===== src/rtl/goomba_collide.sv =====
// rtl/goomba_collide.sv - goomba/Mario box collision classifier with goomba life-state machine
module goomba_collide #(
    parameter int STOMP_MARGIN  = 4,
    parameter int SQUASH_FRAMES = 30,
    parameter int HURT_COOLDOWN = 60,
    parameter int STOMP_SCORE   = 100
) (
    input  logic       frame_clk,
    input  logic       Reset_n,
    input  logic [9:0] MarioX,
    input  logic [9:0] MarioY,
    input  logic [9:0] MarioXS,
    input  logic [9:0] MarioYS,
    input  logic       mario_falling,
    input  logic [9:0] GoombaX,
    input  logic [9:0] GoombaY,
    input  logic [9:0] GoombaXS,
    input  logic [9:0] GoombaYS,
    input  logic       respawn,
    output logic       goomba_alive,
    output logic       goomba_squash,
    output logic       goomba_visible,
    output logic       stomp_pulse,
    output logic       hurt_pulse,
    output logic [9:0] score_add
);

    localparam int SW = $clog2(SQUASH_FRAMES + 1);
    localparam int CW = $clog2(HURT_COOLDOWN + 1);

    typedef enum logic [1:0] {ALIVE, SQUASHED, DEAD} state_t;

    state_t        state;
    logic [SW-1:0] squash_cnt;
    logic [CW-1:0] cooldown;

    logic [10:0] mx, my, mxs, mys, gx, gy, gxs, gys;
    logic [10:0] dx, dy, mario_bottom, stomp_line;
    logic [11:0] stomp_line_raw;
    logic        overlap, stomp_cond, hurt_cond;

    assign mx  = {1'b0, MarioX};
    assign my  = {1'b0, MarioY};
    assign mxs = {1'b0, MarioXS};
    assign mys = {1'b0, MarioYS};
    assign gx  = {1'b0, GoombaX};
    assign gy  = {1'b0, GoombaY};
    assign gxs = {1'b0, GoombaXS};
    assign gys = {1'b0, GoombaYS};

    always_comb begin
        dx = (mx >= gx) ? (mx - gx) : (gx - mx);
        dy = (my >= gy) ? (my - gy) : (gy - my);
        overlap = (dx < (mxs + gxs)) && (dy < (mys + gys));
        mario_bottom = my + mys;
        // Goomba top plus slack can go negative for a goomba near the screen top; clamp to 0.
        stomp_line_raw = {2'b00, GoombaY} - {2'b00, GoombaYS} + 12'(STOMP_MARGIN);
        stomp_line = stomp_line_raw[11] ? 11'd0 : stomp_line_raw[10:0];
        stomp_cond = overlap && mario_falling && (mario_bottom <= stomp_line);
        hurt_cond  = overlap && !stomp_cond;
    end

    always_ff @(posedge frame_clk or negedge Reset_n) begin
        if (!Reset_n) begin
            state          <= ALIVE;
            squash_cnt     <= '0;
            cooldown       <= '0;
            goomba_alive   <= 1'b1;
            goomba_squash  <= 1'b0;
            goomba_visible <= 1'b1;
            stomp_pulse    <= 1'b0;
            hurt_pulse     <= 1'b0;
            score_add      <= '0;
        end else begin
            stomp_pulse <= 1'b0;
            hurt_pulse  <= 1'b0;
            score_add   <= '0;
            if (cooldown != '0)
                cooldown <= cooldown - CW'(1);
            case (state)
                ALIVE: begin
                    if (stomp_cond) begin
                        state         <= SQUASHED;
                        squash_cnt    <= '0;
                        stomp_pulse   <= 1'b1;
                        score_add     <= 10'(STOMP_SCORE);
                        goomba_alive  <= 1'b0;
                        goomba_squash <= 1'b1;
                    end else if (hurt_cond && cooldown == '0) begin
                        hurt_pulse <= 1'b1;
                        // The pulse cycle itself is the first suppressed cycle of the window.
                        cooldown   <= CW'(HURT_COOLDOWN - 1);
                    end
                end
                SQUASHED: begin
                    if (squash_cnt == SW'(SQUASH_FRAMES - 1)) begin
                        state          <= DEAD;
                        squash_cnt     <= '0;
                        goomba_squash  <= 1'b0;
                        goomba_visible <= 1'b0;
                    end else begin
                        squash_cnt <= squash_cnt + SW'(1);
                    end
                end
                DEAD: begin
                    if (respawn) begin
                        state          <= ALIVE;
                        squash_cnt     <= '0;
                        goomba_alive   <= 1'b1;
                        goomba_visible <= 1'b1;
                    end
                end
                default: begin
                    state          <= ALIVE;
                    goomba_alive   <= 1'b1;
                    goomba_squash  <= 1'b0;
                    goomba_visible <= 1'b1;
                end
            endcase
        end
    end

endmodule


===== config.mk =====
export PLATFORM = sky130hd
export DESIGN_NAME = goomba_collide
export DESIGN_NICKNAME = d
export VERILOG_FILES = /design/src/rtl/goomba_collide.sv
export SDC_FILE = /design/constraint.sdc
export NUM_CORES = 1
export LEC_CHECK = 0
export CAP_MARGIN = 20
export CORE_MARGIN = 2
export CORE_UTILIZATION = 45
export DETAILED_ROUTE_END_ITERATION = 10
export PLACE_DENSITY = 0.71
export REMOVE_ABC_BUFFERS = 1
export SETUP_SLACK_MARGIN = 0.05
export SYNTH_ARGS = -nofsm -noshare
export SYNTH_HDL_FRONTEND = slang
export SYNTH_SLANG_ARGS = --single-unit

===== constraint.sdc =====
create_clock -name frame_clk -period 5.1 [get_ports frame_clk]
set_input_delay 0.51 -clock frame_clk [delete_from_list [all_inputs] [get_ports frame_clk]]
set_output_delay 0.51 -clock frame_clk [all_outputs]
set_load 0.02 [all_outputs]

==> impl_metrics.toml, run 1 <==
# physical design summary
[synthesis]
synth_compound_gate_area_share = 0.2559
synth_chip_area_mm2 = 0.005212
post-synth-top-area-cell = "sky130_fd_sc_hd__ha_1"
register_area_share_after_synthesis = 0.08689
ys.flops = 18
synthXorXnorAreaFrac = 0.08401
simple_gate_share = 0.1611
mappedNetlistArea_mm2 = 0.005212

[timing]
final_max_slew_viol_count = 0
finalWorstSetupSlack_ps = 314.5
achievable_clock_frequency_ghz = 0.2090

[setup_path]
worst_setup_path_endpoint = "cooldown[4]$_DFF_PN0_"
required_ps = 5270
cp_slowest_cell = "sky130_fd_sc_hd__clkdlybuf4s50_1"
critical_path.top_delay_family = "AND-OR/OR-AND gates"
timing.setup.critical_path_class = "in2reg"
timing.critical_path.slowest_cell_delay_ps = 530

[outcome]
status = "complete, no violations"

[pwr]
comb_power_share = 0.706
max_power_group = "combinational cells"

[placed_design]
gp_routability_congestion = 0.8712
io_buffer_count = 91
place.detailed.hpwl_um = 11720

[clock_tree]
ctsRootBufferMaster = "sky130_fd_sc_hd__clkbuf_16"
cts-htree-levels = 1

[global_route]
gr-usage-met2 = 0.4113
antenna_found_initial = 0
globalRoute.totalOverflow = 0

[run]
tool_warnings = 47

[layout]
comb-cell-share = 0.6831
fill_cells = 1079
layout_top_registers = "cooldown x6, squash_cnt x5, state x2"
clock_cell_share_of_area = 0.01379
sequential_cell_area_um2 = 452.9

[detailed_routing]
detail_route.first_pass.iterations = 5

[floorplanning]
chipArea_mm2 = 0.01246
### Ports around the boundary, run 1

Drawn at 2 px/um. Pins as bars across the die edge, other pins in grey.
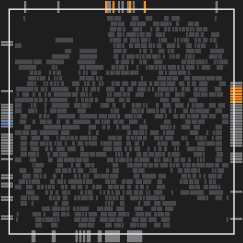
Orange is GoombaYS, pins 10, direction input, edge 6 east, 4 north. Blue is goomba_visible, pins 1, direction output, edge west.
All pins by edge: 30 east, 29 west, 27 south, 13 north.

### Placed cells, one colour a class, run 1

Drawn at 3 px/um. Fill, decap, tap and diode cells in grey.
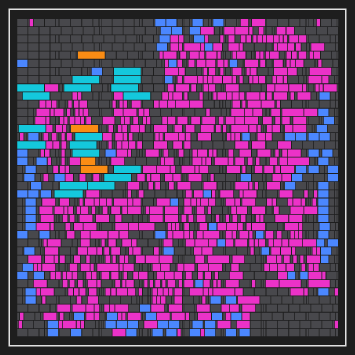
Blue is remaining buffers and delay cells, cells 107. Cyan is registers, cells 18. Magenta is remaining logic cells, cells 646. Orange is clock drivers and dummy loads, cells 4.

### The clock network, run 1

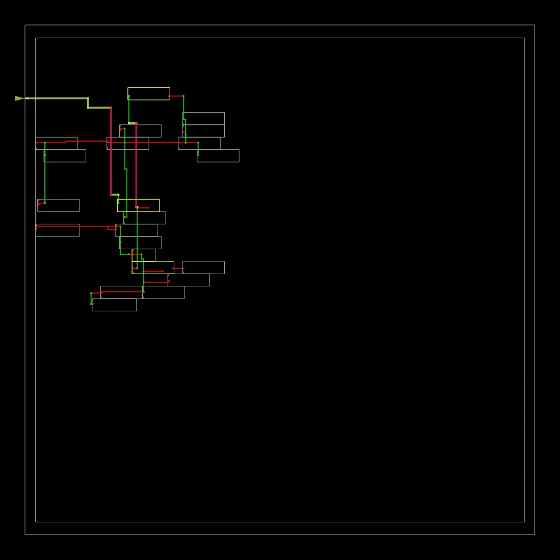
clock buffer count: 4
Clock Skew: 1.899 ps
Clk power: 172 uW
number of clock buffers inserted by TritonCTS: 3

## Run 2: what changed since run 1
Settings changed: CAP_MARGIN 20 to unset.
==> impl_metrics.toml, run 2 <==
# physical design summary
[detailed_routing]
remaining_drc_errors = 0
detail_route.first_pass.iterations = 5

[run]
tool_warnings = 47

[synthesis]
synthXorXnorAreaFrac = 0.08401
synth_compound_gate_area_share = 0.2559
simple_gate_share = 0.1611
ys.flops = 18
register_area_share_after_synthesis = 0.08689
post-synth-top-area-cell = "sky130_fd_sc_hd__ha_1"
synth_chip_area_mm2 = 0.005212

[setup_path]
cp_slowest_cell = "sky130_fd_sc_hd__clkdlybuf4s50_1"
endpoint_kind = "flip-flop"
critical_path.top_delay_family = "AND-OR/OR-AND gates"
timing.setup.critical_path_class = "in2reg"
required_ps = 5270
worst_setup_path_endpoint = "cooldown[4]$_DFF_PN0_"
timing.critical_path.slowest_cell_delay_ps = 530

[placed_design]
gp_routability_congestion = 0.8712
io_buffer_count = 91
place.detailed.hpwl_um = 11720
dpl-instance-area_mm2 = 0.006324

[clock_tree]
ctsRootBufferMaster = "sky130_fd_sc_hd__clkbuf_16"

[layout]
n_clock_buffer = 4
clock_cell_share_of_area = 0.01379
fill_cells = 1079
sequential_cell_area_um2 = 452.9
comb-cell-share = 0.6831
layout_top_registers = "cooldown x6, squash_cnt x5, state x2"

[global_route]
gr-usage-met2 = 0.4113
antenna_found_initial = 0
globalRoute.totalOverflow = 0

[timing]
achievable_clock_frequency_ghz = 0.2090
finalWorstSetupSlack_ps = 314.5

[outcome]
status = "complete, no violations"

[pwr]
max_power_group = "combinational cells"
comb_power_share = 0.706

[floorplanning]
chipArea_mm2 = 0.01246
### Clock network drawn from the DEF, run 2

Drawn at 4 px/um.
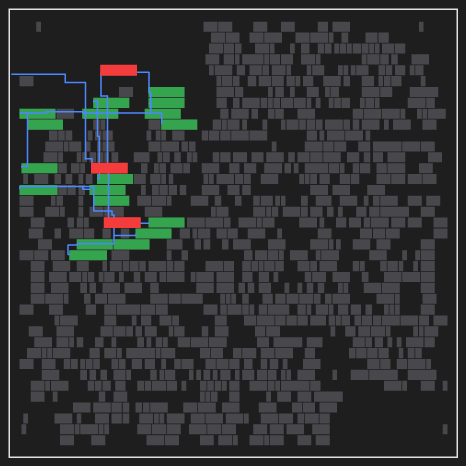
Blue is clock wires, length 244 um. Red is clock-net drivers, count 3. Green is flip-flops, count 18.
There are 4 routed clock nets.

### The clock network, run 2

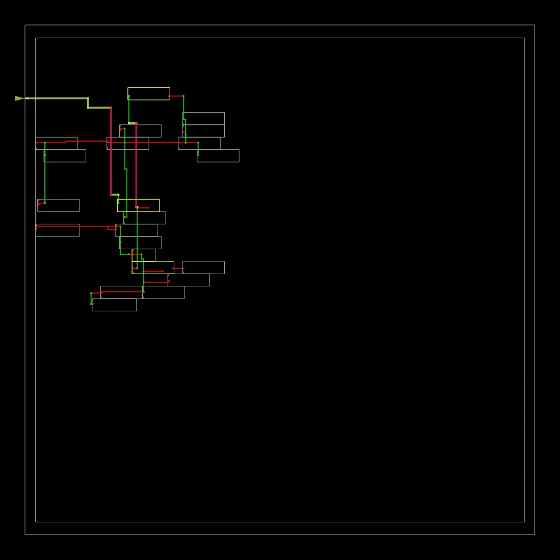
Seq cells: 18
TritonCTS sink count: 18
clk_lat worst skew: 250 ps

## Run 3: what changed since run 2
Settings changed: ABC_CLOCK_PERIOD_IN_PS set to 5100.
### Ports around the boundary, run 3

Drawn at 2 px/um. Pins as bars across the die edge, other pins in grey.
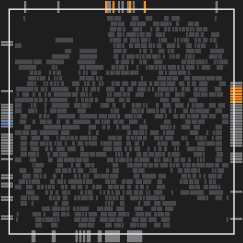
Blue is goomba_visible, pins 1, direction output, edge west. Orange is GoombaYS, pins 10, direction input, edge 6 east, 4 north.

### Met2 routing, run 3

Drawn at 3 px/um. Cells faint in the background.
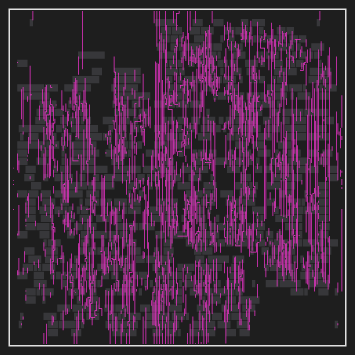
The layer carries 6,750 um of wire. The layer holds 50% of the routed length. The longest straight run is 64.6 um.

==> impl_metrics.toml, run 3 <==
# physical design summary
[clock_tree]
clock_sinks = 18
ctsRootBufferMaster = "sky130_fd_sc_hd__clkbuf_16"

[global_route]
antenna_found_initial = 0
gr-usage-met2 = 0.4113

[run]
tool_warnings = 47

[synthesis]
synthXorXnorAreaFrac = 0.08401
synth_compound_gate_area_share = 0.2559
ys.flops = 18
synth_chip_area_mm2 = 0.005212
post-synth-top-area-cell = "sky130_fd_sc_hd__ha_1"
simple_gate_share = 0.1611

[placed_design]
dpl-instance-area_mm2 = 0.006324
io_buffer_count = 91
gp_routability_congestion = 0.8712
place.detailed.hpwl_um = 11720

[setup_path]
worst_setup_path_endpoint = "cooldown[4]$_DFF_PN0_"
timing.setup.critical_path_class = "in2reg"
timing.critical_path.slowest_cell_delay_ps = 530
required_ps = 5270
critical_path.top_delay_family = "AND-OR/OR-AND gates"
endpoint_kind = "flip-flop"

[detailed_routing]
remaining_drc_errors = 0
detail_route.first_pass.iterations = 5

[layout]
n_clock_buffer = 4
fill_cells = 1079
layout_top_registers = "cooldown x6, squash_cnt x5, state x2"
sequential_cell_area_um2 = 452.9
seq_cells = 18

[floorplanning]
chipArea_mm2 = 0.01246

[outcome]
status = "complete, no violations"

[timing]
achievable_clock_frequency_ghz = 0.2090
Power is estimated from default activity; no workload was simulated.
